Fig. 1: run 1, signal wires by layer
Two of the layers only.
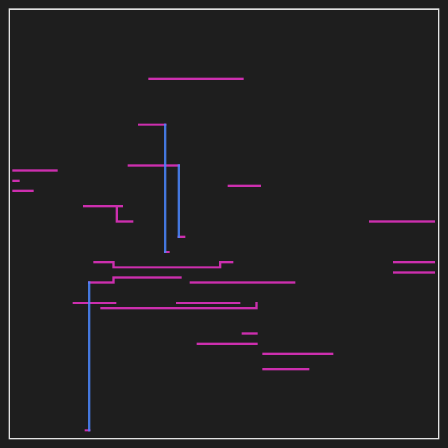
Fig. 2: run 1, clock routing
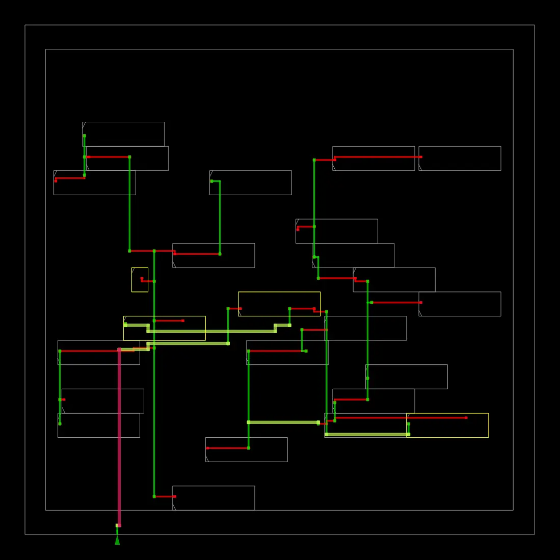
Fig. 3: run 1, sizing map
The bar under the picture is 20 um long.
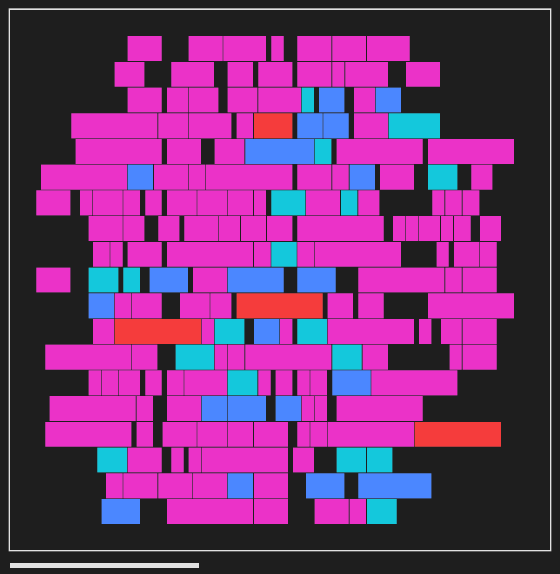
[config.mk]
export PLATFORM = sky130hd
export DESIGN_NAME = hazard_control_unit_flat
export DESIGN_NICKNAME = d
export VERILOG_FILES = /design/src/rtl/hazard_control_unit_pkg.sv /design/src/rtl/hazard_control_unit_if.sv /design/src/rtl/hazard_control_unit_load_use_detect.sv /design/src/rtl/hazard_control_unit.sv /design/src/flat_wrapper.sv
export SDC_FILE = /design/constraint.sdc
export NUM_CORES = 1
export LEC_CHECK = 0
export CAP_MARGIN = 20
export CORE_MARGIN = 2
export CORE_UTILIZATION = 45
export CTS_BUF_LIST = sky130_fd_sc_hd__clkbuf_16
export DETAILED_ROUTE_END_ITERATION = 12
export PLACE_DENSITY = 0.91
export SLEW_MARGIN = 20
export SYNTH_ARGS = -nofsm -noshare
export SYNTH_HDL_FRONTEND = slang
export SYNTH_SLANG_ARGS = --single-unit
[constraint.sdc]
create_clock -name clk -period 2.4 [get_ports clk]
set_input_delay 0.48 -clock clk [delete_from_list [all_inputs] [get_ports clk]]
set_output_delay 0.48 -clock clk [all_outputs]
set_load 0.005 [all_outputs]
[src/rtl/hazard_control_unit_pkg.sv]
// ---------------------------------------------------------------------------
// hcu_pkg -- shared types and constants for the hazard control unit.
//
// Contents:
//   hcu_state_t    : sequencing FSM state (RUN / WAIT)
//   REG_ADDR_W_DEF : default register-index width
//   STALL_CNT_W    : width of the stall-cycle statistics counter
//   CNT_W          : width of the memory-wait down-counter
//   sat_inc()      : saturating increment for the statistics counter
// ---------------------------------------------------------------------------
package hcu_pkg;

   localparam int REG_ADDR_W_DEF = 3;
   localparam int STALL_CNT_W    = 16;
   localparam int CNT_W          = 4;

   typedef enum logic {
      RUN  = 1'b0,
      WAIT = 1'b1
   } hcu_state_t;

   // Holds at all-ones instead of wrapping back to zero.
   function automatic logic [STALL_CNT_W-1:0] sat_inc(input logic [STALL_CNT_W-1:0] v);
      return (&v) ? v : v + STALL_CNT_W'(1);
   endfunction

endpackage

[src/rtl/hazard_control_unit_if.sv]
// ---------------------------------------------------------------------------
// hazard_control_unit_if -- bundle between the pipeline and the hazard unit.
//
// Pipeline -> unit : decode source tags/uses, execute destination/writeback/
//                    load/branch flags, MEM long-op flag, statistics clear.
// Unit -> pipeline : stage enables, IF/ID flush, ID/EX and MEM/WB bubbles,
//                    busy flag, stall-cycle counter.
//
// Modports:
//   slave  : the hazard control unit itself
//   master : the pipeline (or testbench) that feeds it
// ---------------------------------------------------------------------------
interface hazard_control_unit_if
   import hcu_pkg::*;
   #(parameter int REG_ADDR_W = REG_ADDR_W_DEF);

   // decode / execute / memory stage information
   logic [REG_ADDR_W-1:0]  rsrc1_id;
   logic [REG_ADDR_W-1:0]  rsrc2_id;
   logic                   use_src1_id;
   logic                   use_src2_id;
   logic [REG_ADDR_W-1:0]  rdst_ex;
   logic                   wb_ex;
   logic                   mem_read_ex;
   logic                   branch_taken_ex;
   logic                   mem_long_mem;
   logic                   stat_clr;

   // pipeline control outputs
   logic                   pc_en;
   logic                   if_id_en;
   logic                   id_ex_en;
   logic                   ex_mem_en;
   logic                   if_id_flush;
   logic                   id_ex_bubble;
   logic                   mem_wb_bubble;
   logic                   busy;
   logic [STALL_CNT_W-1:0] stall_count;

   modport slave (
      input  rsrc1_id, rsrc2_id, use_src1_id, use_src2_id, rdst_ex,
             wb_ex, mem_read_ex, branch_taken_ex, mem_long_mem, stat_clr,
      output pc_en, if_id_en, id_ex_en, ex_mem_en, if_id_flush,
             id_ex_bubble, mem_wb_bubble, busy, stall_count
   );

   modport master (
      output rsrc1_id, rsrc2_id, use_src1_id, use_src2_id, rdst_ex,
             wb_ex, mem_read_ex, branch_taken_ex, mem_long_mem, stat_clr,
      input  pc_en, if_id_en, id_ex_en, ex_mem_en, if_id_flush,
             id_ex_bubble, mem_wb_bubble, busy, stall_count
   );

endinterface

[src/rtl/hazard_control_unit_load_use_detect.sv]
// ---------------------------------------------------------------------------
// load_use_detect -- combinational load-use hazard comparator.
//
// Flags the case forwarding cannot cover: the instruction in execute is a
// load (data only exists after MEM) that writes a register the decode
// instruction actually reads.
//
// Ports:
//   rsrc1_id, rsrc2_id       : decode source register tags
//   use_src1_id, use_src2_id : decode instruction really reads that source
//   rdst_ex                  : execute destination tag
//   wb_ex, mem_read_ex       : execute writes back / is a load
//   hazard                   : one-cycle stall required
// ---------------------------------------------------------------------------
module load_use_detect
   import hcu_pkg::*;
   #(parameter int REG_ADDR_W = REG_ADDR_W_DEF)
   (
      input  logic [REG_ADDR_W-1:0] rsrc1_id,
      input  logic [REG_ADDR_W-1:0] rsrc2_id,
      input  logic                  use_src1_id,
      input  logic                  use_src2_id,
      input  logic [REG_ADDR_W-1:0] rdst_ex,
      input  logic                  wb_ex,
      input  logic                  mem_read_ex,
      output logic                  hazard
   );

   logic [REG_ADDR_W-1:0] src_tag [2];
   logic [1:0]            src_use;
   logic [1:0]            src_hit;

   assign src_tag[0] = rsrc1_id;
   assign src_tag[1] = rsrc2_id;
   assign src_use    = {use_src2_id, use_src1_id};

   for (genvar gi = 0; gi < 2; gi++) begin : g_src
      assign src_hit[gi] = src_use[gi] && (src_tag[gi] == rdst_ex);
   end

   assign hazard = mem_read_ex && wb_ex && (|src_hit);

endmodule

[src/rtl/hazard_control_unit.sv]
// ---------------------------------------------------------------------------
// hazard_control_unit -- pipeline sequencing controller for the 5-stage core.
//
// Produces per-stage enables plus flush/bubble controls for three cases, in
// priority order:
//   freeze   : long memory op holds MEM; everything upstream of MEM/WB stops
//   branch   : taken branch in EX kills the IF/ID and ID/EX instructions
//   load-use : decode waits one cycle behind a load it depends on
// All controls are combinational from state, counter and current inputs.
//
// Ports:
//   clk   : core clock
//   rst_n : asynchronous active-low reset
//   hcu   : hazard_control_unit_if.slave (tags in, controls/statistics out)
//
// Parameters:
//   REG_ADDR_W : register-index width
//   MEM_WAIT   : freeze cycles for a long memory op (1..15)
// ---------------------------------------------------------------------------
module hazard_control_unit
   import hcu_pkg::*;
   #(
      parameter int REG_ADDR_W = REG_ADDR_W_DEF,
      parameter int MEM_WAIT   = 1
   )
   (
      input  logic                  clk,
      input  logic                  rst_n,
      hazard_control_unit_if.slave  hcu
   );

   // The entering RUN cycle is itself a freeze cycle, so the counter only
   // needs to cover the remaining MEM_WAIT-1 of them.
   localparam logic [CNT_W-1:0] WAIT_LOAD = CNT_W'(MEM_WAIT - 1);

   hcu_state_t             state_reg, state_next;
   logic [CNT_W-1:0]       cnt_reg, cnt_next;
   logic [STALL_CNT_W-1:0] stall_count_reg, stall_count_next;

   logic hazard;
   logic freeze;
   logic stall_cycle;

   logic pc_en, if_id_en, id_ex_en, ex_mem_en;
   logic if_id_flush, id_ex_bubble, mem_wb_bubble, busy;

   load_use_detect #(.REG_ADDR_W(REG_ADDR_W)) u_load_use_detect (
      .rsrc1_id    (hcu.rsrc1_id),
      .rsrc2_id    (hcu.rsrc2_id),
      .use_src1_id (hcu.use_src1_id),
      .use_src2_id (hcu.use_src2_id),
      .rdst_ex     (hcu.rdst_ex),
      .wb_ex       (hcu.wb_ex),
      .mem_read_ex (hcu.mem_read_ex),
      .hazard      (hazard)
   );

   // ------------------------------------------------------------------
   // State register
   // ------------------------------------------------------------------
   always_ff @(posedge clk or negedge rst_n) begin
      if (!rst_n) begin
         state_reg       <= RUN;
         cnt_reg         <= '0;
         stall_count_reg <= '0;
      end else begin
         state_reg       <= state_next;
         cnt_reg         <= cnt_next;
         stall_count_reg <= stall_count_next;
      end
   end

   // ------------------------------------------------------------------
   // Next state and output decode
   // ------------------------------------------------------------------
   always_comb begin
      state_next       = state_reg;
      cnt_next         = cnt_reg;
      freeze           = 1'b0;
      stall_cycle      = 1'b0;
      pc_en            = 1'b1;
      if_id_en         = 1'b1;
      id_ex_en         = 1'b1;
      ex_mem_en        = 1'b1;
      if_id_flush      = 1'b0;
      id_ex_bubble     = 1'b0;
      mem_wb_bubble    = 1'b0;
      busy             = 1'b0;
      stall_count_next = stall_count_reg;

      case (state_reg)
         RUN: begin
            if (hcu.mem_long_mem) begin
               freeze     = 1'b1;
               state_next = WAIT;
               cnt_next   = WAIT_LOAD;
            end
         end
         WAIT: begin
            // mem_long_mem is deliberately ignored here: the op still sitting
            // in MEM must not re-arm the wait. cnt == 0 is the release cycle.
            if (cnt_reg != '0) begin
               freeze   = 1'b1;
               cnt_next = cnt_reg - CNT_W'(1);
            end else begin
               state_next = RUN;
            end
         end
         default: begin
            state_next = RUN;
            cnt_next   = '0;
         end
      endcase

      if (freeze) begin
         pc_en         = 1'b0;
         if_id_en      = 1'b0;
         id_ex_en      = 1'b0;
         ex_mem_en     = 1'b0;
         mem_wb_bubble = 1'b1;
         busy          = 1'b1;
         stall_cycle   = 1'b1;
      end else if (hcu.branch_taken_ex) begin
         // The dependent instruction of any coincident load-use hazard is the
         // one being killed, so the hazard is not acted on.
         if_id_flush  = 1'b1;
         id_ex_bubble = 1'b1;
      end else if (hazard) begin
         pc_en        = 1'b0;
         if_id_en     = 1'b0;
         id_ex_bubble = 1'b1;
         stall_cycle  = 1'b1;
      end

      if (hcu.stat_clr) begin
         stall_count_next = '0;
      end else if (stall_cycle) begin
         stall_count_next = sat_inc(stall_count_reg);
      end
   end

   assign hcu.pc_en         = pc_en;
   assign hcu.if_id_en      = if_id_en;
   assign hcu.id_ex_en      = id_ex_en;
   assign hcu.ex_mem_en     = ex_mem_en;
   assign hcu.if_id_flush   = if_id_flush;
   assign hcu.id_ex_bubble  = id_ex_bubble;
   assign hcu.mem_wb_bubble = mem_wb_bubble;
   assign hcu.busy          = busy;
   assign hcu.stall_count   = stall_count_reg;

endmodule

[src/flat_wrapper.sv]
// flat-port wrapper written by rule: the top's interface ports become plain ports
module hazard_control_unit_flat import hcu_pkg::*;
#(
      parameter int REG_ADDR_W = REG_ADDR_W_DEF,
      parameter int MEM_WAIT   = 1
   )
  (clk, rst_n, hcu_rsrc1_id, hcu_rsrc2_id, hcu_use_src1_id, hcu_use_src2_id, hcu_rdst_ex, hcu_wb_ex, hcu_mem_read_ex, hcu_branch_taken_ex, hcu_mem_long_mem, hcu_stat_clr, hcu_pc_en, hcu_if_id_en, hcu_id_ex_en, hcu_ex_mem_en, hcu_if_id_flush, hcu_id_ex_bubble, hcu_mem_wb_bubble, hcu_busy, hcu_stall_count);
  hazard_control_unit_if #(.REG_ADDR_W(REG_ADDR_W)) hcu_i ();
  input  logic clk;
  input  logic rst_n;
  input wire logic [$bits(hcu_i.rsrc1_id)-1:0] hcu_rsrc1_id;
  input wire logic [$bits(hcu_i.rsrc2_id)-1:0] hcu_rsrc2_id;
  input wire logic [$bits(hcu_i.use_src1_id)-1:0] hcu_use_src1_id;
  input wire logic [$bits(hcu_i.use_src2_id)-1:0] hcu_use_src2_id;
  input wire logic [$bits(hcu_i.rdst_ex)-1:0] hcu_rdst_ex;
  input wire logic [$bits(hcu_i.wb_ex)-1:0] hcu_wb_ex;
  input wire logic [$bits(hcu_i.mem_read_ex)-1:0] hcu_mem_read_ex;
  input wire logic [$bits(hcu_i.branch_taken_ex)-1:0] hcu_branch_taken_ex;
  input wire logic [$bits(hcu_i.mem_long_mem)-1:0] hcu_mem_long_mem;
  input wire logic [$bits(hcu_i.stat_clr)-1:0] hcu_stat_clr;
  output wire logic [$bits(hcu_i.pc_en)-1:0] hcu_pc_en;
  output wire logic [$bits(hcu_i.if_id_en)-1:0] hcu_if_id_en;
  output wire logic [$bits(hcu_i.id_ex_en)-1:0] hcu_id_ex_en;
  output wire logic [$bits(hcu_i.ex_mem_en)-1:0] hcu_ex_mem_en;
  output wire logic [$bits(hcu_i.if_id_flush)-1:0] hcu_if_id_flush;
  output wire logic [$bits(hcu_i.id_ex_bubble)-1:0] hcu_id_ex_bubble;
  output wire logic [$bits(hcu_i.mem_wb_bubble)-1:0] hcu_mem_wb_bubble;
  output wire logic [$bits(hcu_i.busy)-1:0] hcu_busy;
  output wire logic [$bits(hcu_i.stall_count)-1:0] hcu_stall_count;
  assign hcu_i.rsrc1_id = hcu_rsrc1_id;
  assign hcu_i.rsrc2_id = hcu_rsrc2_id;
  assign hcu_i.use_src1_id = hcu_use_src1_id;
  assign hcu_i.use_src2_id = hcu_use_src2_id;
  assign hcu_i.rdst_ex = hcu_rdst_ex;
  assign hcu_i.wb_ex = hcu_wb_ex;
  assign hcu_i.mem_read_ex = hcu_mem_read_ex;
  assign hcu_i.branch_taken_ex = hcu_branch_taken_ex;
  assign hcu_i.mem_long_mem = hcu_mem_long_mem;
  assign hcu_i.stat_clr = hcu_stat_clr;
  assign hcu_pc_en = hcu_i.pc_en;
  assign hcu_if_id_en = hcu_i.if_id_en;
  assign hcu_id_ex_en = hcu_i.id_ex_en;
  assign hcu_ex_mem_en = hcu_i.ex_mem_en;
  assign hcu_if_id_flush = hcu_i.if_id_flush;
  assign hcu_id_ex_bubble = hcu_i.id_ex_bubble;
  assign hcu_mem_wb_bubble = hcu_i.mem_wb_bubble;
  assign hcu_busy = hcu_i.busy;
  assign hcu_stall_count = hcu_i.stall_count;
  hazard_control_unit #(.REG_ADDR_W(REG_ADDR_W), .MEM_WAIT(MEM_WAIT)) u_core (.clk(clk), .rst_n(rst_n), .hcu(hcu_i));
endmodule
==> impl_metrics.tcl, run 1 <==
# collected from the flow reports
set metrics [dict create \
    status "complete, but fails checks" \
    failing_checks "negative setup slack" \
    comb_cells 103 \
    r2r-start "u_core.hcu.stall_count[2]" \
    finalHoldViolCount 0 \
    clk_transition_reported_paths_ps 60 \
    yosys-stat-cells 135 \
    vdd.ir_drop.worst_mv 0.685 \
    die_x_um 57.1 \
    synth_cell_types 37 \
    final_core_util_pct 69.9 \
    yosysMostFrequentCell "sky130_fd_sc_hd__dfrtp_1" \
    post_route_fraction_of_the_period_consumed_by_the_critical_path_pct 100 \
    layout_setup_ws_ps -9.86 \
    number_of_flip_flops_in_the_largest_register 16 \
    cts-resized-gates 7 \
    worst_setup_ep "hcu_pc_en" \
    syn_area_per_cell_um2 9.41 \
    switching_power_mw 0.518 \
    detail_route.wirelength.met1_mm 1.51 \
    core_area_um2 2710 \
    most-common-layout-cells "sky130_fd_sc_hd__clkdlybuf4s50_1, sky130_fd_sc_hd__dfrtp_1, sky130_fd_sc_hd__o21ai_0, sky130_fd_sc_hd__buf_4, sky130_fd_sc_hd__nand2_1" \
    ys_seq_share_pct 41.4 \
    drt-vias-per-instance 5.85 \
    power.static_leakage_nw 0.826 \
    clock-skew-final_ps 4.25 \
    synth.top_cell.area_share_pct 41.4 \
    yosys.stat.chipArea_um2 1270 \
    crit_family "buffers and inverters" \
    detail_route.first_pass.iterations 4 \
    netlist_instances 135 \
    cap_violations 0 \
    place.port_buffers 41 \
    critical_path_buf_inv_count 3 \
    worst-endpoint-required_ps 1920 \
    worst_setup_path_end_kind "primary output" \
    clk_latency_ps 260 \
    crit-reg2reg-capture "u_core.hcu.stall_count[1]" \
    met3_usage_pct 5.22 \
    path_depth 7 \
    layout-drive-gt1-share_pct 22.6 \
    worst_setup_path_start_kind "primary input" \
    combinationalPowerShare_pct 44.6 \
    synth.comb.largest_family "simple AND/OR/NAND/NOR gates" \
    overflow 0 \
    worstMarginPinSlew_ps 403 \
    finalMaxSlewViolations 0 \
    p_int_mw 0.970 \
    synth_compound_gate_area_share_pct 17.0 \
    finalSetupViolations 2 \
    tritoncts_num_sinks 21 \
    post_synthesis_adder_cell_area_fraction_pct 1.97 \
    hold_path_class "reg -> reg" \
    fp-utilization_pct 46.9 \
    fill_cells 202 \
    totalWireLength_mm 3.62 \
    seq_area_share_pct 27.7 \
    comb-cell-share_pct 38.3 \
    globalRouteMet1Util_pct 25.7 \
    global_route.usage.met2_pct 36.5 \
    timing.critical_path.arrival_ps 1930 \
    synthesis.nets 155 \
    number_of_buffers_inserted_during_clock_tree_synthesis 3 \
    timing.critical_path.from "hcu_rsrc2_id[1]" \
    simple_gate_share_pct 23.8 \
    timing.slew.headroom_pct 72.9 \
    drc 0 \
    layout.cells.most_common "sky130_fd_sc_hd__clkdlybuf4s50_1" \
]
About Fig. 1:
- blue: met4 (wire length 46.2 um)
- magenta: met3 (wire length 172 um)
total number of vias: 1269
global-route total usage across every layer: 21.0%

About Fig. 2:
# clk buffers: 3
power in the clock group: 0.360 mW

About Fig. 3:
- blue: drive 3 to 4 (cells 20; share 11%)
- magenta: drive 1 or less (cells 144; share 77%)
- cyan: drive 2 (cells 18; share 9.7%)
- red: drive 6 and up (cells 4; share 2.2%)
Final Worst Setup Slack: -9.86 ps
layout buffer count excluding clock buffers: 53
Final Instance Area: 1900 um2
layout overhead on the synthesized area: 49.3%

-- run 1: power groups by stage --
stage          registers (mW)  clock network (mW)  logic [mW]
2_1_floorplan           0.456                   0       0.366
3_3_place_gp            0.462                   0       0.610
3_5_place_dp            0.468                   0       0.633
4_1_cts                 0.461               0.366       0.635
5_1_grt                 0.470               0.385       0.718
6_report                0.464               0.360       0.663
-- run 1: per-stage QoR --
stage	instances	setup WS, ps	total power [mW]	hold WS [ps]	setup TNS, ps
3_5_place_dp	209	-214	1.10	518	-2240
5_1_grt	217	-62.4	1.57	566	-304
6_report	217	-9.86	1.49	533	-17.3
2_1_floorplan	135	485	0.822	184	0
4_1_cts	215	-47.2	1.46	525	-88.0
3_3_place_gp	209	-139	1.07	498	-1240
==> run 2: changes to the inputs <==
CORE_UTILIZATION = 47   (was 45)
PLACE_DENSITY = 0.93   (was 0.91)
SYNTH_HIERARCHICAL = 1   (was unset)
clock period = 3.1 ns   (was 2.4 ns; I/O delays follow)
Fig. 4: run 2, M1 wires
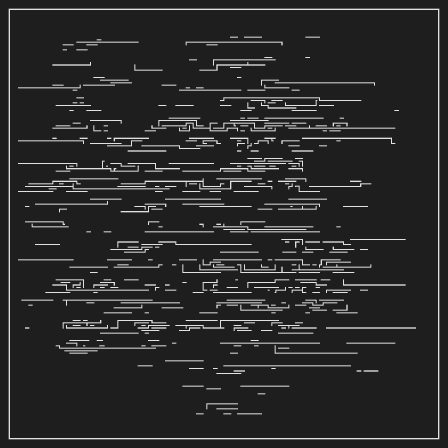
- longest straight run: 17.0 um
- main direction: horizontal
- nets with wire on the layer: 174
total number of vias: 1268
detailed-route wire length: 3.16 mm
met1 track utilization from global routing: 23.5%

Fig. 5: run 2, sizing map
The bar under the picture is 20 um long.
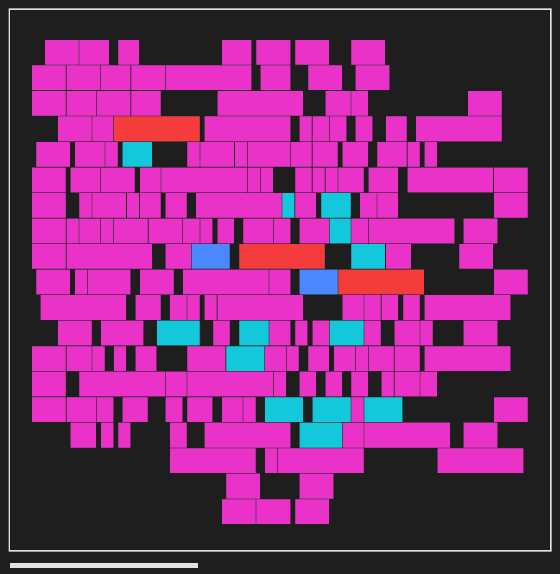
- blue: drive 3 to 4 (cells 2; share 1.1%)
- red: drive 6 and up (cells 3; share 1.6%)
- cyan: drive 2 (cells 13; share 6.9%)
- magenta: drive 1 or less (cells 170; share 90%)
layout buffer count excluding clock buffers: 41
Final Instance Area: 1850 um2
Final Worst Setup Slack: 145 ps

Fig. 6: run 2, signal wires by layer
Two of the layers only.
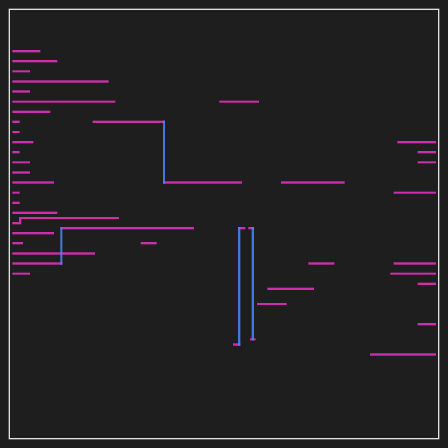
- magenta: met3 (wire length 212 um)
- blue: met4 (wire length 43.5 um)
global-route total usage across every layer: 20.9%
final routed wire length divided by cell count: 14.4 um

==> run 2 against run 1 <==
- the flow now finishes without violations
- clock skew is 2.1 ps lower
- synthesized cell count is 10% higher
- non-clock buffer count is 12 lower
- count of clock-buffer cells in the layout stayed put
- utilization is 2.4 points lower
- power is 23% lower
==> impl_metrics.tcl, run 2 <==
# collected from the flow reports
set metrics [dict create \
    drt-vias-per-instance 5.79 \
    synth.comb.largest_family "simple AND/OR/NAND/NOR gates" \
    layout-drive-gt1-share_pct 9.57 \
    simple_gate_share_pct 29.0 \
    synthArstFlopShare_pct 100 \
    timing.critical_path.from "hcu_rdst_ex[0]" \
    path_cells "clkdlybuf4s50_1 > xnor2_1 > nand4_1 > a21oi_2 > nand2b_1 > nand2_1 > inv_2 > clkdlybuf4s50_1" \
    place.port_buffers 41 \
    finalMaxSlewViolations 0 \
    worstMarginPinSlew_ps 924 \
    crit-reg2reg-capture "u_core/hcu.stall_count[12]" \
    timing.slew.headroom_pct 38.2 \
    p_int_mw 0.759 \
    enable_flop_cells 0 \
    powerComb_mw 0.490 \
    timing.critical_path.arrival_ps 2340 \
    finalHoldWorstSlack_ps 541 \
    number_of_buffers_inserted_during_clock_tree_synthesis 3 \
    clk_transition_reported_paths_ps 60 \
    fp-utilization_pct 49.3 \
    die_x_um 57.5 \
    power.largest_group "combinational logic" \
    vdd.ir_drop.worst_mv 0.530 \
    worst_setup_path_start_kind "primary input" \
    pg_seq_mw 0.385 \
    reg2reg_setup_slack_ps 890 \
    r2r-start "u_core/cnt_reg[0]" \
    synthDominantAreaCellType "sky130_fd_sc_hd__dfrtp_1" \
    setup-tns-final_ps 0 \
    syn_to_final_growth_pct 37.0 \
    status "complete, no violations" \
    pg_clk_mw 0.266 \
    worst-endpoint-required_ps 2480 \
    post_synthesis_adder_cell_area_fraction_pct 2.79 \
    ys_seq_share_pct 39.0 \
    grt_max_degree 22 \
    layout.cells.most_common "sky130_fd_sc_hd__clkdlybuf4s50_1" \
    post_route_fraction_of_the_period_consumed_by_the_critical_path_pct 95.3 \
    number_of_flip_flops_in_the_largest_register 16 \
    cap_violations 0 \
    synth_cell_types 39 \
    synthesis.nets 170 \
    drc 0 \
    crit_family "buffers and inverters" \
    netlist_instances 149 \
    most-common-layout-cells "sky130_fd_sc_hd__clkdlybuf4s50_1, sky130_fd_sc_hd__dfrtp_1, sky130_fd_sc_hd__nor2_1" \
    fill_cells 205 \
    worst_setup_path_end_kind "primary output" \
    synth_compound_gate_area_share_pct 13.5 \
    yosys-stat-cells 149 \
    path_depth 8 \
    hold_path_class "reg -> reg" \
    synthFlopType "sky130_fd_sc_hd__dfrtp_1" \
    cts-resized-gates 0 \
    synth.top_cell.area_share_pct 39.0 \
    finalSetupViolations 0 \
    ant_nets 0 \
    finalHoldViolCount 0 \
    design_power_total_mw 1.14 \
    worst_setup_ep "hcu_pc_en" \
    clock-skew-final_ps 2.15 \
    combinationalPowerShare_pct 43.0 \
    clk_latency_ps 250 \
    yosysMostFrequentCell "sky130_fd_sc_hd__dfrtp_1" \
    tritoncts_num_sinks 21 \
]
## run 2: final cells by class
class / count / area [um2] / area share, %
Timing Repair Buffer: 41 / 410 / 22.2
Clock buffer: 3 / 75.1 / 4.07
Inverter: 5 / 18.8 / 1.02
Clock inverter: 1 / 3.75 / 0.203
Multi-Input combinational cell: 117 / 773 / 41.9
Tap cell: 31 / 38.8 / 2.10
Sequential cell: 21 / 526 / 28.5
## run 2: routing by layer
metal	track usage, %	routed length, um
met1	23.5	1280
met2	37.2	1630
met3	6.35	212
met4	7.31	43
met5	0	0
## run 2: through the flow
stage | std cells | setup WS, ps | util [%]
after CTS | 219 | 45.8 | 67.4
final | 219 | 145 | 67.5
after floorplan | 149 | 726 | -
after global placement | 215 | 77.6 | 64.5
after global routing | 219 | 11.8 | 67.5
after detailed placement | 215 | 2.48 | 64.5
Power figures rest on the tool's default switching activity, not on a simulated workload.
